### config.mk
export PLATFORM = sky130hd
export DESIGN_NAME = shift_seq_ctrl
export DESIGN_NICKNAME = d
export VERILOG_FILES = /design/src/rtl/alu_pkg.sv /design/src/rtl/shift_seq_ctrl.sv
export SDC_FILE = /design/constraint.sdc
export NUM_CORES = 1
export LEC_CHECK = 0
export ABC_AREA = 1
export CORE_UTILIZATION = 44
export CTS_CLUSTER_SIZE = 25
export DETAILED_ROUTE_END_ITERATION = 10
export PLACE_DENSITY = 0.81
export SLEW_MARGIN = 20
export SYNTH_ARGS = -nofsm -noshare
export SYNTH_HDL_FRONTEND = slang
export SYNTH_SLANG_ARGS = --single-unit
### constraint.sdc
create_clock -name CLK -period 1.5 [get_ports CLK]
set_input_delay 0.15 -clock CLK [delete_from_list [all_inputs] [get_ports CLK]]
set_output_delay 0.15 -clock CLK [all_outputs]
set_load 0.01 [all_outputs]
### src/rtl/alu_pkg.sv
// Shared ALU definitions: shift sequencer state encoding, shift-unit
// function codes and default datapath widths.
package alu_pkg;

  localparam int IN_OUT_W  = 16;
  localparam int CNT_W_DEF = 4;

  typedef enum logic [1:0] {
    IDLE = 2'b00,
    RUN  = 2'b01,
    WAIT = 2'b10
  } state_t;

  localparam logic [3:0] FUN_SHR = 4'b1100;
  localparam logic [3:0] FUN_SHL = 4'b1101;

  // Map a shift direction (0 = right, 1 = left) to the shift-unit function code.
  function automatic logic [3:0] fun_for_dir(input logic dir);
    logic [3:0] fun;
    if (dir) begin
      fun = FUN_SHL;
    end else begin
      fun = FUN_SHR;
    end
    return fun;
  endfunction

endpackage

### src/rtl/shift_seq_ctrl.sv
// Multi-bit shift sequencer: iterates a single-bit registered shift unit
// N times (N = 0..2**CNT_W-1), feeding each result back as the next operand,
// then returns the final word with a one-cycle Done pulse.
module shift_seq_ctrl
  import alu_pkg::*;
#(
  parameter int In_out = IN_OUT_W,
  parameter int CNT_W  = CNT_W_DEF
) (
  input  logic              CLK,
  input  logic              RST,
  input  logic              Start,
  input  logic              Dir,
  input  logic [In_out-1:0] Op_In,
  input  logic [CNT_W-1:0]  Shift_Amt,
  output logic              Busy,
  output logic              Done,
  output logic [In_out-1:0] Result,
  output logic              Flag_Err,
  output logic [In_out-1:0] Sh_A,
  output logic [In_out-1:0] Sh_B,
  output logic [3:0]        Sh_FUN,
  output logic              Sh_Enable,
  input  logic [In_out-1:0] Sh_OUT,
  input  logic              Sh_Flag
);

  localparam logic [CNT_W-1:0]  CNT_ZERO  = {CNT_W{1'b0}};
  localparam logic [CNT_W-1:0]  CNT_ONE   = {{(CNT_W-1){1'b0}}, 1'b1};
  localparam logic [In_out-1:0] WORD_ZERO = {In_out{1'b0}};

  state_t              state;
  state_t              next_state;
  logic [In_out-1:0]   op_latch;
  logic                dir_latch;
  logic [CNT_W-1:0]    remaining;
  logic                first_step;
  logic                bypass;
  logic                sticky_err;
  logic                step_bad;

  // A step issued in the previous cycle reports its flag now: every RUN cycle
  // except the first, and WAIT unless the zero-amount bypass is active.
  always_comb begin
    step_bad = 1'b0;
    if (state == RUN) begin
      step_bad = !first_step && !Sh_Flag;
    end else if (state == WAIT) begin
      step_bad = !bypass && !Sh_Flag;
    end else begin
      step_bad = 1'b0;
    end
  end

  // State register; reset abandons any command in flight.
  always_ff @(posedge CLK or posedge RST) begin
    if (RST) begin
      state <= IDLE;
    end else begin
      state <= next_state;
    end
  end

  // Next-state decode: zero amounts skip RUN, last step moves to WAIT.
  always_comb begin
    next_state = state;
    case (state)
      IDLE: begin
        if (Start) begin
          if (Shift_Amt == CNT_ZERO) begin
            next_state = WAIT;
          end else begin
            next_state = RUN;
          end
        end else begin
          next_state = IDLE;
        end
      end
      RUN: begin
        if (remaining == CNT_ONE) begin
          next_state = WAIT;
        end else begin
          next_state = RUN;
        end
      end
      WAIT:    next_state = IDLE;
      default: next_state = IDLE;
    endcase
  end

  // Shift-unit drive decoded from the state; operand is fed back after step one.
  always_comb begin
    Busy      = (state != IDLE);
    Sh_Enable = 1'b0;
    Sh_A      = WORD_ZERO;
    Sh_B      = WORD_ZERO;
    Sh_FUN    = FUN_SHR;
    case (state)
      RUN: begin
        Sh_Enable = 1'b1;
        Sh_FUN    = fun_for_dir(dir_latch);
        if (first_step) begin
          Sh_A = op_latch;
        end else begin
          Sh_A = Sh_OUT;
        end
      end
      IDLE:    Sh_Enable = 1'b0;
      WAIT:    Sh_Enable = 1'b0;
      default: Sh_Enable = 1'b0;
    endcase
  end

  // Command latch, step counter, sticky error and registered completion outputs.
  always_ff @(posedge CLK or posedge RST) begin
    if (RST) begin
      op_latch   <= WORD_ZERO;
      dir_latch  <= 1'b0;
      remaining  <= CNT_ZERO;
      first_step <= 1'b0;
      bypass     <= 1'b0;
      sticky_err <= 1'b0;
      Done       <= 1'b0;
      Result     <= WORD_ZERO;
      Flag_Err   <= 1'b0;
    end else begin
      Done <= 1'b0;
      case (state)
        IDLE: begin
          if (Start) begin
            op_latch   <= Op_In;
            dir_latch  <= Dir;
            remaining  <= Shift_Amt;
            first_step <= (Shift_Amt != CNT_ZERO);
            bypass     <= (Shift_Amt == CNT_ZERO);
            sticky_err <= 1'b0;
          end
        end
        RUN: begin
          remaining  <= remaining - CNT_ONE;
          first_step <= 1'b0;
          if (step_bad) begin
            sticky_err <= 1'b1;
          end
        end
        WAIT: begin
          if (bypass) begin
            Result <= op_latch;
          end else begin
            Result <= Sh_OUT;
          end
          Done       <= 1'b1;
          Flag_Err   <= sticky_err | step_bad;
          sticky_err <= sticky_err | step_bad;
        end
        default: begin
          Done <= 1'b0;
        end
      endcase
    end
  end

endmodule

==> impl_table.tex <==
% Generated from flow reports
\begin{tabular}{lr}
\hline
Metric & Value \\
\hline
\multicolumn{2}{l}{\textbf{Pwr}} \\
Total Power Consumption & 7190 µW \\
Proportion of total power due to net switching & 0.426 \\
Sequential power share & 0.301 \\
\multicolumn{2}{l}{\textbf{Setup path}} \\
Slowest-stage cell, CP & sky130\_fd\_sc\_hd\_\_dfrtp\_1 \\
Critical Path End Type & output port \\
Type of the worst setup path & register to output port \\
Minimum setup slack among reg-to-reg paths & 0.01 ns \\
Crit-path max FO & 8 \\
\multicolumn{2}{l}{\textbf{Place}} \\
HPWL after detailed placement & 4530 µm \\
Cell total after placement & 468 \\
\multicolumn{2}{l}{\textbf{Final layout}} \\
Logic Gate Count & 235 \\
Clock distribution area overhead in the final layout & 0.0272 \\
Seq. cell area & 1100 µm² \\
Layout cell share with drive strength beyond 1 & 0.200 \\
Count of flip-flops and latches & 44 \\
Share of the final layout cell area in sequential cells & 0.320 \\
Nonclk inv count & 19 \\
Comb area & 1140 µm² \\
\multicolumn{2}{l}{\textbf{Global route}} \\
Gr usage total & 0.228 \\
Number of global-route vias before repair & 2174 \\
Largest net degree at the start of global routing & 45 \\
Number of antenna violations at the first check in global routing & 0 \\
Global-route wire length before repair & 10500 µm \\
\multicolumn{2}{l}{\textbf{Floorplanning}} \\
Width of the chip & 76.2 µm \\
Die extent in y & 76.2 µm \\
Number of rows created at floorplan & 26 \\
\multicolumn{2}{l}{\textbf{CTS}} \\
CTS sink cnt & 44 \\
Largest buffer count on any clock path & 2 \\
CTS buffer count & 5 \\
Clock tree from TritonCTS & yes \\
Clock insertion delay at the later pin of the skew report & 0.30 ns \\
\multicolumn{2}{l}{\textbf{Detailed routing}} \\
Post-DRT Antenna Nets & 0 \\
WL final & 6740 µm \\
Via count normalized by instance count & 4.90 \\
Initial detailed-routing violation count & 192 \\
DR WL/cell & 14.0 µm \\
\multicolumn{2}{l}{\textbf{Job}} \\
Max-capacitance violation count & 0 \\
\multicolumn{2}{l}{\textbf{Run status}} \\
Run status & finished, violations left \\
Violations in the final reports & negative setup slack \\
\multicolumn{2}{l}{\textbf{Final timing}} \\
Final-report setup violation count & 13 \\
Final setup slack of the worst path & -0.0370 ns \\
Share of the cycle needed by the critical path after routing & 1.02 \\
Peak Freq & 0.651 GHz \\
\multicolumn{2}{l}{\textbf{Logic synthesis}} \\
Biggest area cells & sky130\_fd\_sc\_hd\_\_dfrtp\_1, sky130\_fd\_sc\_hd\_\_nand2\_1, sky130\_fd\_sc\_hd\_\_nor2\_1 \\
Yosys warning total & 0 \\
Distinct cell type count of the synthesized netlist & 26 \\
\hline
\end{tabular}
==> synthesized netlist by cell type <==
master and number:
sky130_fd_sc_hd__nand3_1 4, sky130_fd_sc_hd__buf_6 2, sky130_fd_sc_hd__xor2_1 1, sky130_fd_sc_hd__dfrtp_1 44, sky130_fd_sc_hd__nand2_2 2, sky130_fd_sc_hd__buf_2 7
sky130_fd_sc_hd__o22ai_1 1, sky130_fd_sc_hd__nor2_1 56, sky130_fd_sc_hd__clkbuf_1 1, sky130_fd_sc_hd__inv_4 2, sky130_fd_sc_hd__o22ai_2 1, sky130_fd_sc_hd__o21ai_2 3
sky130_fd_sc_hd__conb_1 2, sky130_fd_sc_hd__nand4_2 1, sky130_fd_sc_hd__inv_2 3, sky130_fd_sc_hd__o211ai_1 1, sky130_fd_sc_hd__clkbuf_2 1, sky130_fd_sc_hd__o21ai_0 19
sky130_fd_sc_hd__o21ai_1 3, sky130_fd_sc_hd__nand2_1 99, sky130_fd_sc_hd__inv_1 13, sky130_fd_sc_hd__a21oi_1 2, sky130_fd_sc_hd__ha_1 6, sky130_fd_sc_hd__clkinv_2 1
sky130_fd_sc_hd__a31oi_1 17, sky130_fd_sc_hd__buf_4 24
==> power groups by stage <==
stage / registers (µW) / logic (µW) / clock network [µW]
final: 2160 / 4230 / 796
after global routing: 2230 / 4610 / 840
after CTS: 2150 / 3820 / 802
after detailed placement: 2150 / 3980 / 0
after global placement: 2140 / 3870 / 0
after floorplan: 2180 / 2040 / 0
==> flip-flops by register name, summed over array words and instances, names as in the netlist, 2 cells and up <==
register	cells
state	2
op_latch	16
Result	16
remaining	4
==> metal layers <==
metal  GRT usage  share of wire
met4      0.0731          0.024
met5           0              0
met1       0.278           0.40
met3      0.0419          0.062
met2       0.405           0.51
==> worst paths after layout <==
path / start / to / cells past startpoint
setup / recovery: state[1] / Sh_A[11] / 6
hold / removal: RST / op_latch[12] / 3
setup reg to reg: state[0] / remaining[1] / 9
hold reg to reg: sticky_err / sticky_err / 2
max in group asynchronous: RST / Result[2] / 3
min in group CLK: Op_In[1] / op_latch[1] / 3
==> cell families after synthesis <==
group | after synthesis | synth area share
and+or+nand+nor | 162 | 0.259
buffers and inverters | 54 | 0.134
AOI/OAI and AO/OA | 47 | 0.115
DFF | 44 | 0.455
adders and majority gates | 6 | 0.0310
other | 2 | 0.00310
xor gates and xnor gates | 1 | 0.00362
==> repair_timing <==
action / 4_1_cts / 5_1_grt
setup buffers: 1 / 3
setup endpoints to repair: 25 / 41
pin swaps: 2 / 6
resized: 84 / 33
==> metrics by stage <==
step	utilization	worst slack (ns)	setup TNS, ns
after floorplan	-	0.121	0
after global placement	0.633	-0.136	-1.85
after detailed placement	0.633	-0.189	-2.73
after global routing	0.662	-0.0972	-1.47
final	0.662	-0.0370	-0.221
after CTS	0.644	-0.0337	-0.177
==> worst register-to-register path: cells and delay by family, from the launching register on <==
family          cells  cell delay [ns]
compound gates      2             0.19
fa+ha+maj           1             0.20
simple gates        1             0.06
buf+inv             5             0.55
flops               1             0.43
Fig. 1: selected gate families
(6 px per µm)
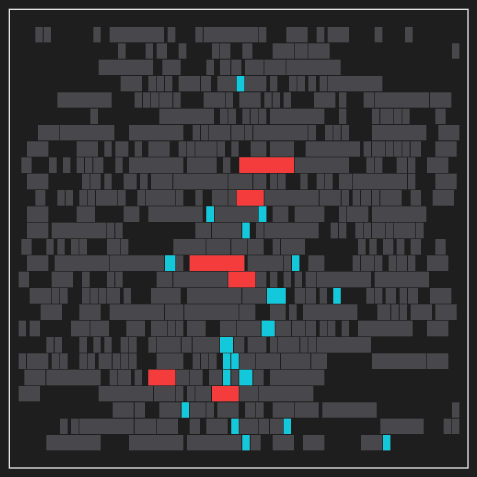
colour	family	cells	most used
cyan	inverters	19	inv_1
red	adder and majority cells	6	ha_1
multi-input gate share of total cell area: 0.330
most frequent logic cell in the layout: sky130_fd_sc_hd__nand2_1
Non-Filler Instances: 480

Fig. 2: nets reached from selected ports
(4 px per µm)
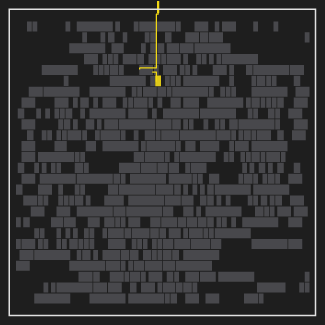
colour	port	bits	direction	edge	end cells	buffers	wire
yellow	Dir	1	input	north	1	1	22.4 µm
ports placed on the boundary: 97
number of port buffers: 77

Power is estimated from default activity; no workload was simulated.
